<file path="src/rtl/fetch_pkg.sv">
// fetch_pkg
// Shared types and constants for the instruction fetch unit.
//   fetch_state_t    : fetch control states (boot, run, fault)
//   INSTR_BYTES      : byte stride between sequential instructions
//   DEFAULT_RESET_PC : first fetch address after reset
//   is_misaligned()  : true when a byte address is not instruction aligned
package fetch_pkg;

    typedef enum logic [1:0] {
        ST_BOOT  = 2'd0,
        ST_RUN   = 2'd1,
        ST_FAULT = 2'd2
    } fetch_state_t;

    localparam int          INSTR_BYTES      = 4;
    localparam logic [63:0] DEFAULT_RESET_PC = 64'h0000_0000_0000_0004;

    function automatic logic is_misaligned(input logic [63:0] addr);
        return addr[1:0] != 2'b00;
    endfunction

endpackage

</file>
<file path="src/rtl/pc_reg.sv">
// pc_reg
// Program counter register with redirect / sequential-advance / hold muxing.
// Ports:
//   clk      : clock, rising edge
//   rst_n    : synchronous active-low reset, loads RESET_PC
//   redirect : load target (highest priority after reset)
//   target   : redirect byte address
//   advance  : step to the next sequential instruction
//   pc       : current fetch address
module pc_reg
    import fetch_pkg::*;
#(
    parameter int              PC_W     = 64,
    parameter logic [PC_W-1:0] RESET_PC = DEFAULT_RESET_PC
) (
    input  logic            clk,
    input  logic            rst_n,
    input  logic            redirect,
    input  logic [PC_W-1:0] target,
    input  logic            advance,
    output logic [PC_W-1:0] pc
);

    // Redirect wins over sequential advance; with neither asserted the PC
    // simply holds. The add wraps naturally modulo 2^PC_W.
    always_ff @(posedge clk) begin
        if (!rst_n) begin
            pc <= RESET_PC;
        end else if (redirect) begin
            pc <= target;
        end else if (advance) begin
            pc <= pc + PC_W'(INSTR_BYTES);
        end
    end

endmodule

</file>
<file path="src/rtl/pc_fetch_unit.sv">
// pc_fetch_unit
// Single-stage instruction fetch: drives a PC to instruction memory, registers
// the returned instruction for decode with a valid/ready handshake, handles
// taken-branch redirects (flushing the output register) and traps misaligned
// redirect targets into a sticky fault state.
// Ports:
//   clk, rst_n          : clock and synchronous active-low reset
//   redirect_valid_i    : taken branch/jump this cycle
//   redirect_target_i   : redirect byte address
//   stall_i             : global hold of PC and output register
//   instr_i             : instruction memory data for pc_o (combinational)
//   ready_i             : decode accepts instr_o this cycle
//   pc_o                : current fetch address
//   instr_o, instr_pc_o : registered instruction and its address
//   valid_o             : instr_o/instr_pc_o valid
//   fault_o             : sticky misaligned-redirect flag
//   fetch_count_o       : number of instructions accepted by decode
module pc_fetch_unit
    import fetch_pkg::*;
#(
    parameter int                   WIDTH    = 32,
    parameter logic [2*WIDTH-1:0]   RESET_PC = DEFAULT_RESET_PC
) (
    input  logic                 clk,
    input  logic                 rst_n,
    input  logic                 redirect_valid_i,
    input  logic [2*WIDTH-1:0]   redirect_target_i,
    input  logic                 stall_i,
    input  logic [WIDTH-1:0]     instr_i,
    input  logic                 ready_i,
    output logic [2*WIDTH-1:0]   pc_o,
    output logic [WIDTH-1:0]     instr_o,
    output logic [2*WIDTH-1:0]   instr_pc_o,
    output logic                 valid_o,
    output logic                 fault_o,
    output logic [31:0]          fetch_count_o
);

    fetch_state_t state;
    fetch_state_t state_next;

    logic load_en;
    logic take_redirect;
    logic trap;

    // State register.
    always_ff @(posedge clk) begin
        if (!rst_n) begin
            state <= ST_BOOT;
        end else begin
            state <= state_next;
        end
    end

    // Next state: boot lasts exactly one cycle; a misaligned redirect parks
    // the unit in FAULT until the next reset.
    always_comb begin
        state_next = state;
        unique case (state)
            ST_BOOT:  state_next = ST_RUN;
            ST_RUN: begin
                if (redirect_valid_i && is_misaligned(64'(redirect_target_i))) begin
                    state_next = ST_FAULT;
                end
            end
            ST_FAULT: state_next = ST_FAULT;
            default:  state_next = ST_BOOT;
        endcase
    end

    // Control decode. A redirect outranks stall and backpressure. A new
    // instruction is loaded only when the output slot is empty or being
    // drained this cycle, so a held instruction is never dropped or repeated.
    always_comb begin
        load_en       = 1'b0;
        take_redirect = 1'b0;
        trap          = 1'b0;
        if (state == ST_RUN) begin
            if (redirect_valid_i) begin
                take_redirect = 1'b1;
                trap          = is_misaligned(64'(redirect_target_i));
            end else if (!stall_i && (!valid_o || ready_i)) begin
                load_en = 1'b1;
            end
        end
    end

    pc_reg #(
        .PC_W     (2*WIDTH),
        .RESET_PC (RESET_PC)
    ) u_pc_reg (
        .clk      (clk),
        .rst_n    (rst_n),
        .redirect (take_redirect),
        .target   (redirect_target_i),
        .advance  (load_en),
        .pc       (pc_o)
    );

    // Output register. A redirect flushes whatever is held; if decode took
    // that instruction in the same cycle it is still counted below.
    always_ff @(posedge clk) begin
        if (!rst_n) begin
            instr_o    <= '0;
            instr_pc_o <= '0;
            valid_o    <= 1'b0;
            fault_o    <= 1'b0;
        end else begin
            if (load_en) begin
                instr_o    <= instr_i;
                instr_pc_o <= pc_o;
                valid_o    <= 1'b1;
            end else if (take_redirect) begin
                valid_o    <= 1'b0;
            end
            if (trap) begin
                fault_o <= 1'b1;
            end
        end
    end

    // Accepted-instruction counter, free-running and wrapping.
    always_ff @(posedge clk) begin
        if (!rst_n) begin
            fetch_count_o <= '0;
        end else if (valid_o && ready_i) begin
            fetch_count_o <= fetch_count_o + 32'd1;
        end
    end

endmodule

</file>
<file path="config.mk">
export PLATFORM = sky130hd
export DESIGN_NAME = pc_fetch_unit
export DESIGN_NICKNAME = d
export VERILOG_FILES = /design/src/rtl/fetch_pkg.sv /design/src/rtl/pc_reg.sv /design/src/rtl/pc_fetch_unit.sv
export SDC_FILE = /design/constraint.sdc
export NUM_CORES = 1
export LEC_CHECK = 0
export CAP_MARGIN = 10
export CORE_UTILIZATION = 49
export DETAILED_ROUTE_END_ITERATION = 16
export GPL_TIMING_DRIVEN = 1
export PLACE_DENSITY_LB_ADDON = 0.08
export SLEW_MARGIN = 20
export SYNTH_ARGS = -nofsm -noshare
export SYNTH_HDL_FRONTEND = slang
export SYNTH_HIERARCHICAL = 1
export SYNTH_SLANG_ARGS = --single-unit
export TNS_END_PERCENT = 50
</file>
<file path="constraint.sdc">
create_clock -name clk -period 8 [get_ports clk]
set_input_delay 1.6 -clock clk [delete_from_list [all_inputs] [get_ports clk]]
set_output_delay 1.6 -clock clk [all_outputs]
set_load 0.1 [all_outputs]
</file>
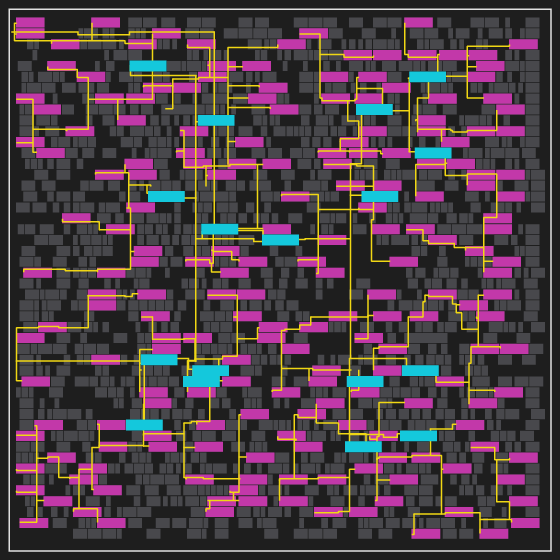
**Above:** run 1 (clock network drawn from the DEF).
(4 px per um)
[flip-flops] magenta | count: 196
[clock-net drivers] cyan | count: 17
[clock wires] yellow | length: 2190 um
flops lie: spread over the die
routed clock nets: 18
Clk. pwr: 846 uW
worst skew pair latency: 0.43 ns
clock network power share: 25.6%
final clock skew: 0.0102 ns

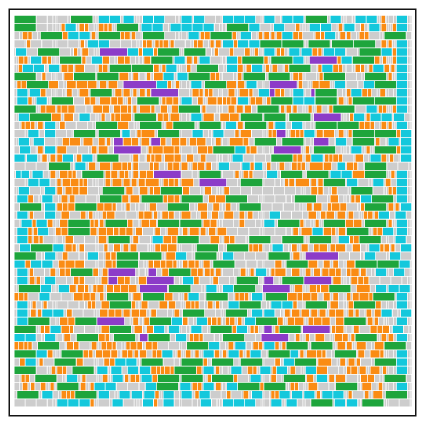
**Above:** run 1 (placed cells, one color a class).
(3 px per um) Fill, decap, tap and diode cells in gray.
| class | color | cells | share of their area |
|---|---|---|---|
| remaining buffers and delay cells | cyan | 301 | 25% |
| remaining logic cells | orange | 826 | 37% |
| clock drivers and dummy loads | purple | 30 | 4.8% |
| registers | green | 196 | 33% |
core area: 17300 um^2
num rows: 48
Finished Cell Area: 12200 um^2

==> run summary, run 1 <==
flow finished, numbers: pin count of the biggest net entering global routing=104, Synth Cell Area=8670 um^2, Tot GR Track Use=29.4%, die height=135 um, gr ovfl total=0, wirelength, routed=27200 um, clock buffers=19, Setup WS post-layout=3.06 ns, port bufs=294, worst min path class=reg2reg, sequential power share=37.3%, ANT nets after route=0, Clock Sinks=196, drt pass-1 iters=5, Seq cells=196, Filler cells=1480, Syn Inst Count=1096, Slew @ Worst Pin=1.06 ns, Seq/Total Area, Yosys=45.2%, Comb gates=809, Yosys top cell by instances=nand2_1, status=complete, no violations, non-clock buffer share of cell area=24.5%, final setup vio count=0, Crit Path Class=in2reg, worst vdd ir=0.000181 V, DR WL/cell=17.2 um, dpl hpwl=18500 um, CTS tree=yes, gp weighted congestion=0.847, largest cells by area after synthesis=dfxtp_1 45%, nand2_1 11%, a21oi_1 7.7%, o21ai_0 3.8%, nand4_1 2.9%, Ant. Diodes=1, Combinational Power Share=37.0%, Clock Pin Slew Worst Setup and Hold Paths=0.07 ns, fmax=202 MHz, Nets=1447, startpoint types=primary input, inverters=17, Post-synth EDFFs=0, logic area=4390 um^2, Power Dens Cells=270 nW/um^2, tool warning count=29, cycle use final=61.7%, cts hold-fix bufs=0, Flop area=3920 um^2, Yosys top cell by area=dfxtp_1, unrepaired setup endpoints after global routing=no, Ports=295, Period minus WS final=4.94 ns, first-pass GRT wire length=42600 um, Post-CTS Setup Bufs=0, number of DRC markers in iteration 0=733, Final Hold Viols=0, Area Overhead vs Synth=41.0%, root buf cell=clkbuf_16, bufs w/o clock=301, pre-CTS WS=2.39 ns, Crit path arrival time=5.30 ns, number of global-route vias before repair=8101
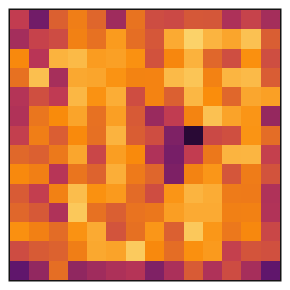
**Above:** run 1 (placement density heat map).
(2 px per um) 14 x 14 tiles, from black (low) to pale yellow (high), 0 to 100% covered.
fullest tile: 90%
tiles over 75% full: 32%
mean over tiles: 66%
fin util: 70.7%
Initial Util: 50.1%

[run 1: worst paths after layout]
path,slack (ns),start,endpoint,cells after the start
setup / recovery,3.06,ready_i,u_pc_reg/pc[62],10
hold / removal,0.45,instr_pc_o[29],instr_pc_o[29],2
hold reg to reg,0.45,instr_pc_o[29],instr_pc_o[29],2
setup reg to reg,4.21,state[1],u_pc_reg/pc[62],11
[run 1: power groups by stage]
stage                     registers (mW)  clock network, mW  logic (mW)
after CTS                           1.23              0.859        1.22
after floorplan                     1.87                  0       0.258
after global placement              1.25                  0        1.21
after detailed placement            1.25                  0        1.22
after global routing                1.25              0.897        1.27
final                               1.23              0.846        1.22
[run 1: cells by family (layout without fill, tap and decap cells)]
logic type,Yosys count,count (layout),synth area share (%)
simple gates,493,493,27.9
xor+xnor,42,42,4.24
compound gates,263,263,16.9
fa+ha+maj,4,4,0.577
other cells,0,1,0
buf+inv,91,348,4.29
mux,7,7,0.808
flops,196,196,45.2
[run 1: stage by stage]
stage	hold slack, ns	std cells	utilization, %	total power [mW]	area [um^2]
5_1_grt	0.468	1579	70.7	3.42	12200
3_3_place_gp	0.441	1548	67.4	2.46	11600
6_report	0.453	1579	70.7	3.30	12200
3_5_place_dp	0.446	1548	67.4	2.47	11600
2_1_floorplan	0.444	1096	-	2.13	8670
4_1_cts	0.455	1578	70.7	3.31	12200
[run 1: metal layers]
metal | part of all wire (%) | global-route usage (%) | vias up
met5 | 0 | 0 | -
met1 | 42 | 37.5 | 4264
met2 | 49 | 49.9 | 363
li1 | - | - | 4359
met3 | 6.7 | 4.65 | 48
met4 | 2.4 | 11.4 | 0
**Run 1: a small window of the routed layout**

Window x 55 to 80, y 55 to 80 um. Cells in gray, sequential cells in the stronger gray; small squares are vias.
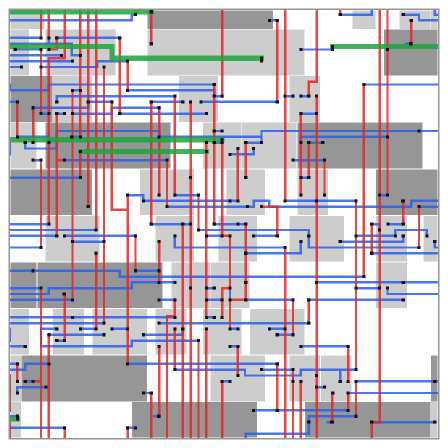

==> run 2: changes to the inputs <==
--- a/config.mk
+++ b/config.mk
@@ -6,7 +6,7 @@
 export NUM_CORES = 1
 export LEC_CHECK = 0
 export CAP_MARGIN = 10
-export CORE_UTILIZATION = 49
+export CORE_UTILIZATION = 41
 export DETAILED_ROUTE_END_ITERATION = 16
 export GPL_TIMING_DRIVEN = 1
 export PLACE_DENSITY_LB_ADDON = 0.08
==> constraint.sdc (replaced) <==
create_clock -name clk -period 4.1 [get_ports clk]
set_input_delay 0.82 -clock clk [delete_from_list [all_inputs] [get_ports clk]]
set_output_delay 0.82 -clock clk [all_outputs]
set_load 0.1 [all_outputs]
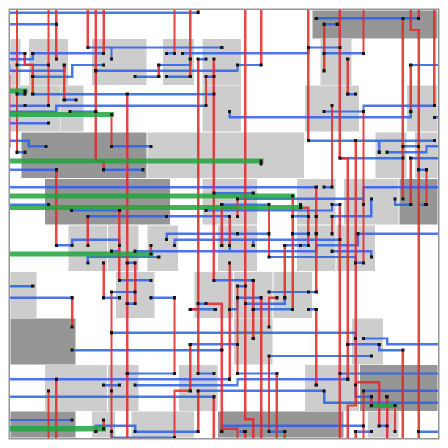
**Above:** run 2 (a small window of the routed layout).
Window x 61 to 86, y 61 to 86 um. Cells in gray, sequential cells in the stronger gray; small squares are vias.
| layer | color |
|---|---|
| M2 | red |
| M1 | blue |
| M3 | green |
netlist names of flops here include: u_pc_reg/pc (7)
most frequent: dfxtp_1 (7), nand4_1 (6)
cells with their middle in the window: 42
sequential cells in the window: 7

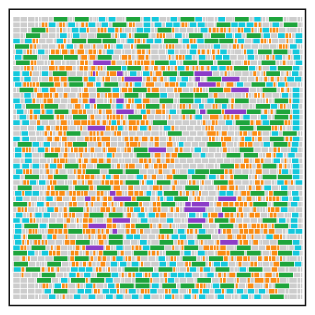
**Above:** run 2 (placed cells, one color a class).
(2 px per um) Fill, decap, tap and diode cells in gray.
| class | color | cells | share of their area |
|---|---|---|---|
| remaining buffers and delay cells | cyan | 310 | 25% |
| registers | green | 196 | 33% |
| clock drivers and dummy loads | purple | 31 | 4.8% |
| remaining logic cells | orange | 826 | 37% |
num rows: 52
Seq area share: 31.7%
core area: 20500 um^2
fin util: 60.3%

==> run summary, run 2 <==
flow finished, numbers: status=complete, no violations (unchanged), Crit path arrival time=3.99 ns (was 5.30 ns), Filler cells=1923 (was 1480), Finished Cell Area=12400 um^2 (was 12200 um^2), tool warning count=27 (was 29), Yosys top cell by instances=nand2_1 (unchanged), placed cells=1602 (was 1548), worst skew pair latency=0.43 ns (about the same), CTS tree=yes (unchanged), pin count of the biggest net entering global routing=97 (was 104), ANT nets after route=0 (unchanged), Seq/Total Area, Yosys=45.2% (unchanged), gr ovfl total=0 (unchanged), largest cells by area after synthesis=dfxtp_1 45%, nand2_1 11%, a21oi_1 7.7%, o21ai_0 3.8%, nand4_1 2.9% (unchanged), wirelength, routed=28200 um (was 27200 um), pre-CTS WS=0.101 ns (was 2.39 ns), Placement Cell Area=11800 um^2 (was 11600 um^2), cts hold-fix bufs=0 (unchanged), Nets=1456 (was 1447), dpl hpwl=19500 um (was 18500 um), first-pass GRT wire length=44100 um (was 42600 um), startpoint types=primary input (unchanged), Yosys top cell by area=dfxtp_1 (unchanged), inverters=17 (unchanged), Post-CTS Setup Bufs=0 (unchanged), Slew @ Worst Pin=1.06 ns (about the same), unrepaired setup endpoints after global routing=no (unchanged), Crit Path Class=in2reg (unchanged), Ports=295 (unchanged), worst vdd ir=0.000348 V (was 0.000181 V), drt pass-1 iters=5 (unchanged), Area Overhead vs Synth=42.5% (was 41.0%), Seq cells=196 (unchanged), gp weighted congestion=0.831 (was 0.847), logic area=4390 um^2 (unchanged), Synth Cell Area=8670 um^2 (unchanged), Clock Pin Slew Worst Setup and Hold Paths=0.07 ns (about the same), Setup WS post-layout=0.474 ns (was 3.06 ns), Post-synth EDFFs=0 (unchanged), root buf cell=clkbuf_16 (unchanged), non-clock buffer share of cell area=24.7% (was 24.5%), fmax=276 MHz, final setup vio count=0 (unchanged), Comb gates=809 (unchanged), port bufs=294 (unchanged), DR WL/cell=17.3 um (was 17.2 um)
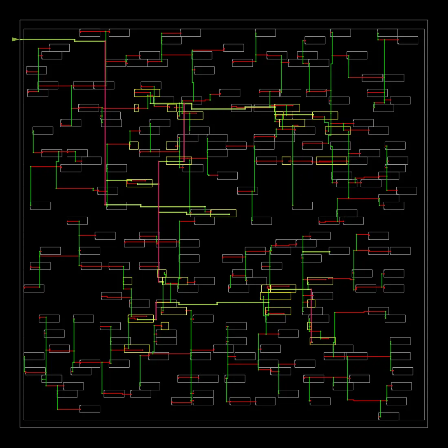
**Above:** run 2 (the clock network).
clock buffers: 19
total CTS buffers: 17
Clock Sinks: 196
final clock skew: 0.0108 ns

## run 2: where the power goes
part | internal, mW | total [mW] | switching [mW]
Sequential | 2.10 | 2.40 | 0.299
Clock | 0.912 | 1.70 | 0.785
Combinational | 0.587 | 2.39 | 1.81
## run 2: worst max-delay path: stages
cell and delay, ns:
clkdlybuf4s50_1 0.60, nor2b_1 0.08, or3_4 0.40, inv_4 0.19, nand3_1 0.19, nor3_1 0.35
nand4_1 0.53, or4_1 0.66, a31oi_1 0.16
## run 2: cells by family (layout without fill, tap and decap cells)
| family | Yosys count | after routing | share of synthesized area, % |
|---|---|---|---|
| AOI/OAI and AO/OA | 263 | 263 | 16.9 |
| DFF | 196 | 196 | 45.2 |
| other | 0 | 2 | 0 |
| buffers and inverters | 91 | 358 | 4.29 |
| adders and majority gates | 4 | 4 | 0.577 |
| and+or+nand+nor | 493 | 493 | 27.9 |
| xor gates and xnor gates | 42 | 42 | 4.24 |
| muxes | 7 | 7 | 0.808 |
## run 2: worst paths after layout
| path | from | to | slack, ns | depth (start not counted) |
|---|---|---|---|---|
| min | instr_o[12] | instr_o[12] | 0.45 | 2 |
| max | ready_i | u_pc_reg/pc[61] | 0.47 | 9 |
| max reg2reg | state[1] | u_pc_reg/pc[61] | 0.88 | 10 |
| min reg2reg | instr_o[12] | instr_o[12] | 0.45 | 2 |
## run 2: per-stage QoR
step                      hold WS, ns  total power [mW]
after global routing            0.469              6.74
after CTS                       0.455              6.52
after detailed placement        0.445              4.83
final                           0.453              6.49
after floorplan                 0.444              4.15
after global placement          0.441              4.82
## run 2: metal layers
layer | up-vias | GRT usage, % | routed length [um]
li1 | 4388 | - | -
met1 | 4226 | 33.2 | 12100
met2 | 320 | 42.6 | 13800
met3 | 31 | 5.65 | 1890
met4 | 0 | 6.75 | 367
met5 | - | 0 | 0
**Run 2: placement density heat map**

(2 px per um) 15 x 15 tiles, from black (low) to pale yellow (high), 0 to 100% covered.
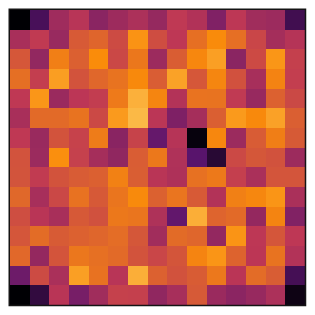

==> run 3: changes to the inputs <==
--- a/config.mk
+++ b/config.mk
@@ -5,8 +5,9 @@
 export SDC_FILE = /design/constraint.sdc
 export NUM_CORES = 1
 export LEC_CHECK = 0
-export CAP_MARGIN = 10
-export CORE_UTILIZATION = 41
+export CELL_PAD_IN_SITES_DETAIL_PLACEMENT = 0
+export CELL_PAD_IN_SITES_GLOBAL_PLACEMENT = 1
+export CORE_UTILIZATION = 29
 export DETAILED_ROUTE_END_ITERATION = 16
 export GPL_TIMING_DRIVEN = 1
 export PLACE_DENSITY_LB_ADDON = 0.08
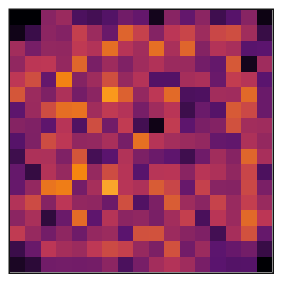
**Above:** run 3 (placement density heat map).
(1.5 px per um) 17 x 17 tiles, from black (low) to pale yellow (high), 0 to 100% covered.
mean over tiles: 39%
tiles over 75% full: 0.70%
fullest tile: 80%
fin util: 43.2%
Initial Util: 29.8%
core area: 29100 um^2

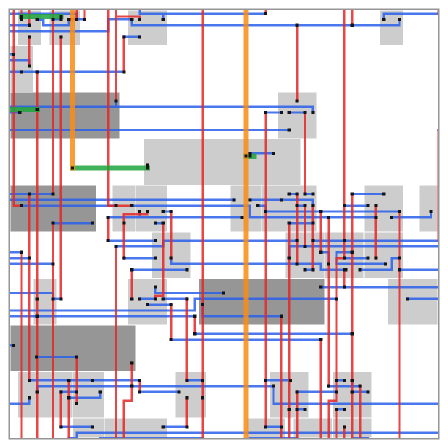
**Above:** run 3 (a small window of the routed layout).
Window x 75 to 100, y 75 to 100 um. Cells in gray, sequential cells in the stronger gray; small squares are vias.
| layer | color |
|---|---|
| M4 | orange |
| M3 | green |
| M2 | red |
| M1 | blue |
cells with their middle in the window: 27
most frequent: nand4_1 (6), dfxtp_1 (4), nand2_1 (3)
netlist names of flops here include: u_pc_reg/pc (4)
sequential cells in the window: 4

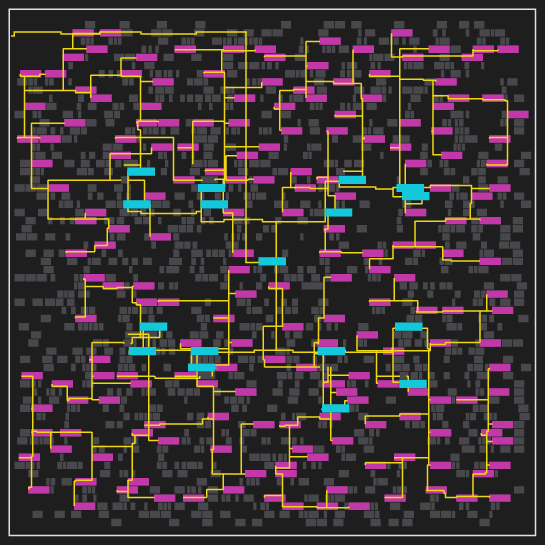
**Above:** run 3 (clock network drawn from the DEF).
(3 px per um)
final clock skew: 0.0160 ns
clock network power share: 26.8%
worst skew pair latency: 0.44 ns
Clk. pwr: 1.77 mW

==> run summary, run 3 <==
flow finished, numbers: Post-CTS Setup Bufs=0 (unchanged), Yosys top cell by instances=nand2_1 (unchanged), Seq/Total Area, Yosys=45.2% (unchanged), top layer in use=met4 (unchanged), pin count of the biggest net entering global routing=86 (was 97), DR WL/cell=18.6 um (was 17.3 um), Clock Sinks=196 (unchanged), Setup WS post-layout=0.847 ns (was 0.474 ns), dpl hpwl=23000 um (was 19500 um), area share, top type=45.2% (unchanged), Leak Pwr=4.02 nW (was 3.99 nW), startpoint types=primary input (unchanged), r2r startpoint=u_pc_reg/pc[26] (was state[1]), Final Hold Viols=0 (unchanged), Placement Cell Area=11900 um^2 (was 11800 um^2), HP Start=instr_pc_o[10] (was instr_o[12]), gp weighted congestion=0.803 (was 0.831), met2 wire length=15500 um (was 13800 um), Nets=1458 (was 1456), Slowest-stage cell, CP=clkdlybuf4s50_1 (was or4_1), Layout Cells excl Fill=1753 (was 1635), worst path cell trace=clkdlybuf4s50_1 -> nor2b_1 -> or3_4 -> inv_4 -> nand2_1 -> or3_1 -> or4_4 -> or4b_1 -> nand3_1 (was clkdlybuf4s50_1 -> nor2b_1 -> or3_4 -> inv_4 -> nand3_1 -> nor3_1 -> nand4_1 -> or4_1 -> a31oi_1), number of global-route vias before repair=8157 (was 8123), R2R depth=5 (was 10), unrepaired setup endpoints after global routing=no (unchanged), logic area=4390 um^2 (unchanged), cts hold-fix bufs=0 (unchanged), ANT nets after route=0 (unchanged), Design Power=6.61 mW (was 6.49 mW), worst vdd ir=0.000412 V (was 0.000348 V), hold endpoint=instr_pc_o[10] (was instr_o[12]), pre-CTS WS=0.415 ns (was 0.101 ns), Crit Path Class=in2reg (unchanged), worst min path class=reg2reg (unchanged), tool warning count=27 (unchanged), GRT Max-Usage Layer=met2 (unchanged), GR Layer Usage met1=28.3% (was 33.2%), die height=175 um (was 147 um), Yosys top cell by area=dfxtp_1 (unchanged), post_cts resized=0 (unchanged), Synth Cell Area=8670 um^2 (unchanged), Ports=295 (unchanged), fmax=307 MHz (was 276 MHz), grt met3 use=3.44% (was 5.65%), num rows=62 (was 52), Post-synth EDFFs=0 (unchanged), Worst path max stage delay=0.61 ns (was 0.66 ns), Period minus WS final=3.25 ns (was 3.63 ns), drt pass-1 iters=5 (unchanged), largest cells by area after synthesis=dfxtp_1 45%, nand2_1 11%, a21oi_1 7.7%, o21ai_0 3.8%, nand4_1 2.9% (unchanged), Syn Inst Count=1096 (unchanged), status=complete, no violations (unchanged), met1 WL=15400 um (was 12100 um), Filler cells=2979 (was 1923), Crit path arrival time=3.63 ns (was 3.99 ns), final setup vio count=0 (unchanged), die width=175 um (was 147 um), worst hold slack=0.456 ns (was 0.453 ns), cycle use final=79.3% (was 88.4%), R2R Setup Slk=1.14 ns (was 0.88 ns), Slew @ Worst Pin=1.06 ns (about the same), Area Overhead vs Synth=44.8% (was 42.5%), CTS tree=yes (unchanged), met2 usage in global routing=34.0% (was 42.6%), wirelength, routed=32700 um (was 28200 um), Power Dens Cells=526 nW/um^2 (was 525 nW/um^2), Top delay family on crit path=simple AND/OR/NAND/NOR gates (unchanged), gr ovfl total=0 (unchanged), Finished Cell Area=12600 um^2 (was 12400 um^2), hold path cells=2 (unchanged), Flop area=3920 um^2 (unchanged), Met3 Wirelength=1370 um (was 1890 um), Die Size=30600 um^2 (was 21700 um^2), synthesized flop and latch total=196 (unchanged), number of DRC markers in iteration 0=592 (was 549), Crit path buffers/inverters=2 (unchanged), r2r endpoint=u_pc_reg/pc[46] (was u_pc_reg/pc[61]), first-pass GRT wire length=49400 um (was 44100 um), Clock Pin Slew Worst Setup and Hold Paths=0.08 ns (was 0.07 ns), total CTS buffers=17 (unchanged), root buf cell=clkbuf_16 (unchanged), Tot GR Track Use=20.7% (was 25.5%), placed cells=1718 (was 1602)
==> run 3: cell counts after synthesis <==
Identical to the previous run, type by type.
==> run 3: final cells by class <==
class,instances,area share (%)
Clock buffer,19,3.53
Antenna cell,3,0.0598
Multi-Input combinational cell,809,34.9
Inverter,17,0.548
Clock inverter,13,1.27
Tap cell,384,3.83
Timing Repair Buffer,312,24.6
Sequential cell,196,31.3
==> run 3: worst min-delay path: stages (launching register included) <==
cell	delay [ns]
dfxtp_1	0.31
nand2_1	0.05
a21oi_1	0.05
==> run 3: kinds of logic after synthesis <==
kind of cell               count (synthesis)  share of synthesized area, %
AOI/OAI and AO/OA                        263                          16.9
DFF                                      196                          45.2
xor gates and xnor gates                  42                          4.24
adders and majority gates                  4                         0.577
buffers and inverters                     91                          4.29
muxes                                      7                         0.808
and+or+nand+nor                          493                          27.9
==> run 3: worst max path at each step <==
| stage | cells past startpoint | slack (ns) | to | start |
|---|---|---|---|---|
| after global routing | 9 | 0.69 | u_pc_reg/pc[47] | ready_i |
| after CTS | 10 | 0.86 | u_pc_reg/pc[61] | ready_i |
| after global placement | 9 | 0.45 | u_pc_reg/pc[60] | ready_i |
| after floorplan | 11 | 0.48 | u_pc_reg/pc[63] | valid_o |
| final | 9 | 0.85 | u_pc_reg/pc[60] | ready_i |
| after detailed placement | 10 | 0.41 | u_pc_reg/pc[61] | ready_i |
==> run 3: where the power goes <==
group / switching (mW) / internal (mW) / leakage (nW)
combinational: 1.83 / 0.594 / 2.14
sequential: 0.318 / 2.10 / 1.59
clock: 0.873 / 0.895 / 0.293
total: 3.02 / 3.59 / 4.02
Power figures rest on the tool's default switching activity, not on a simulated workload.
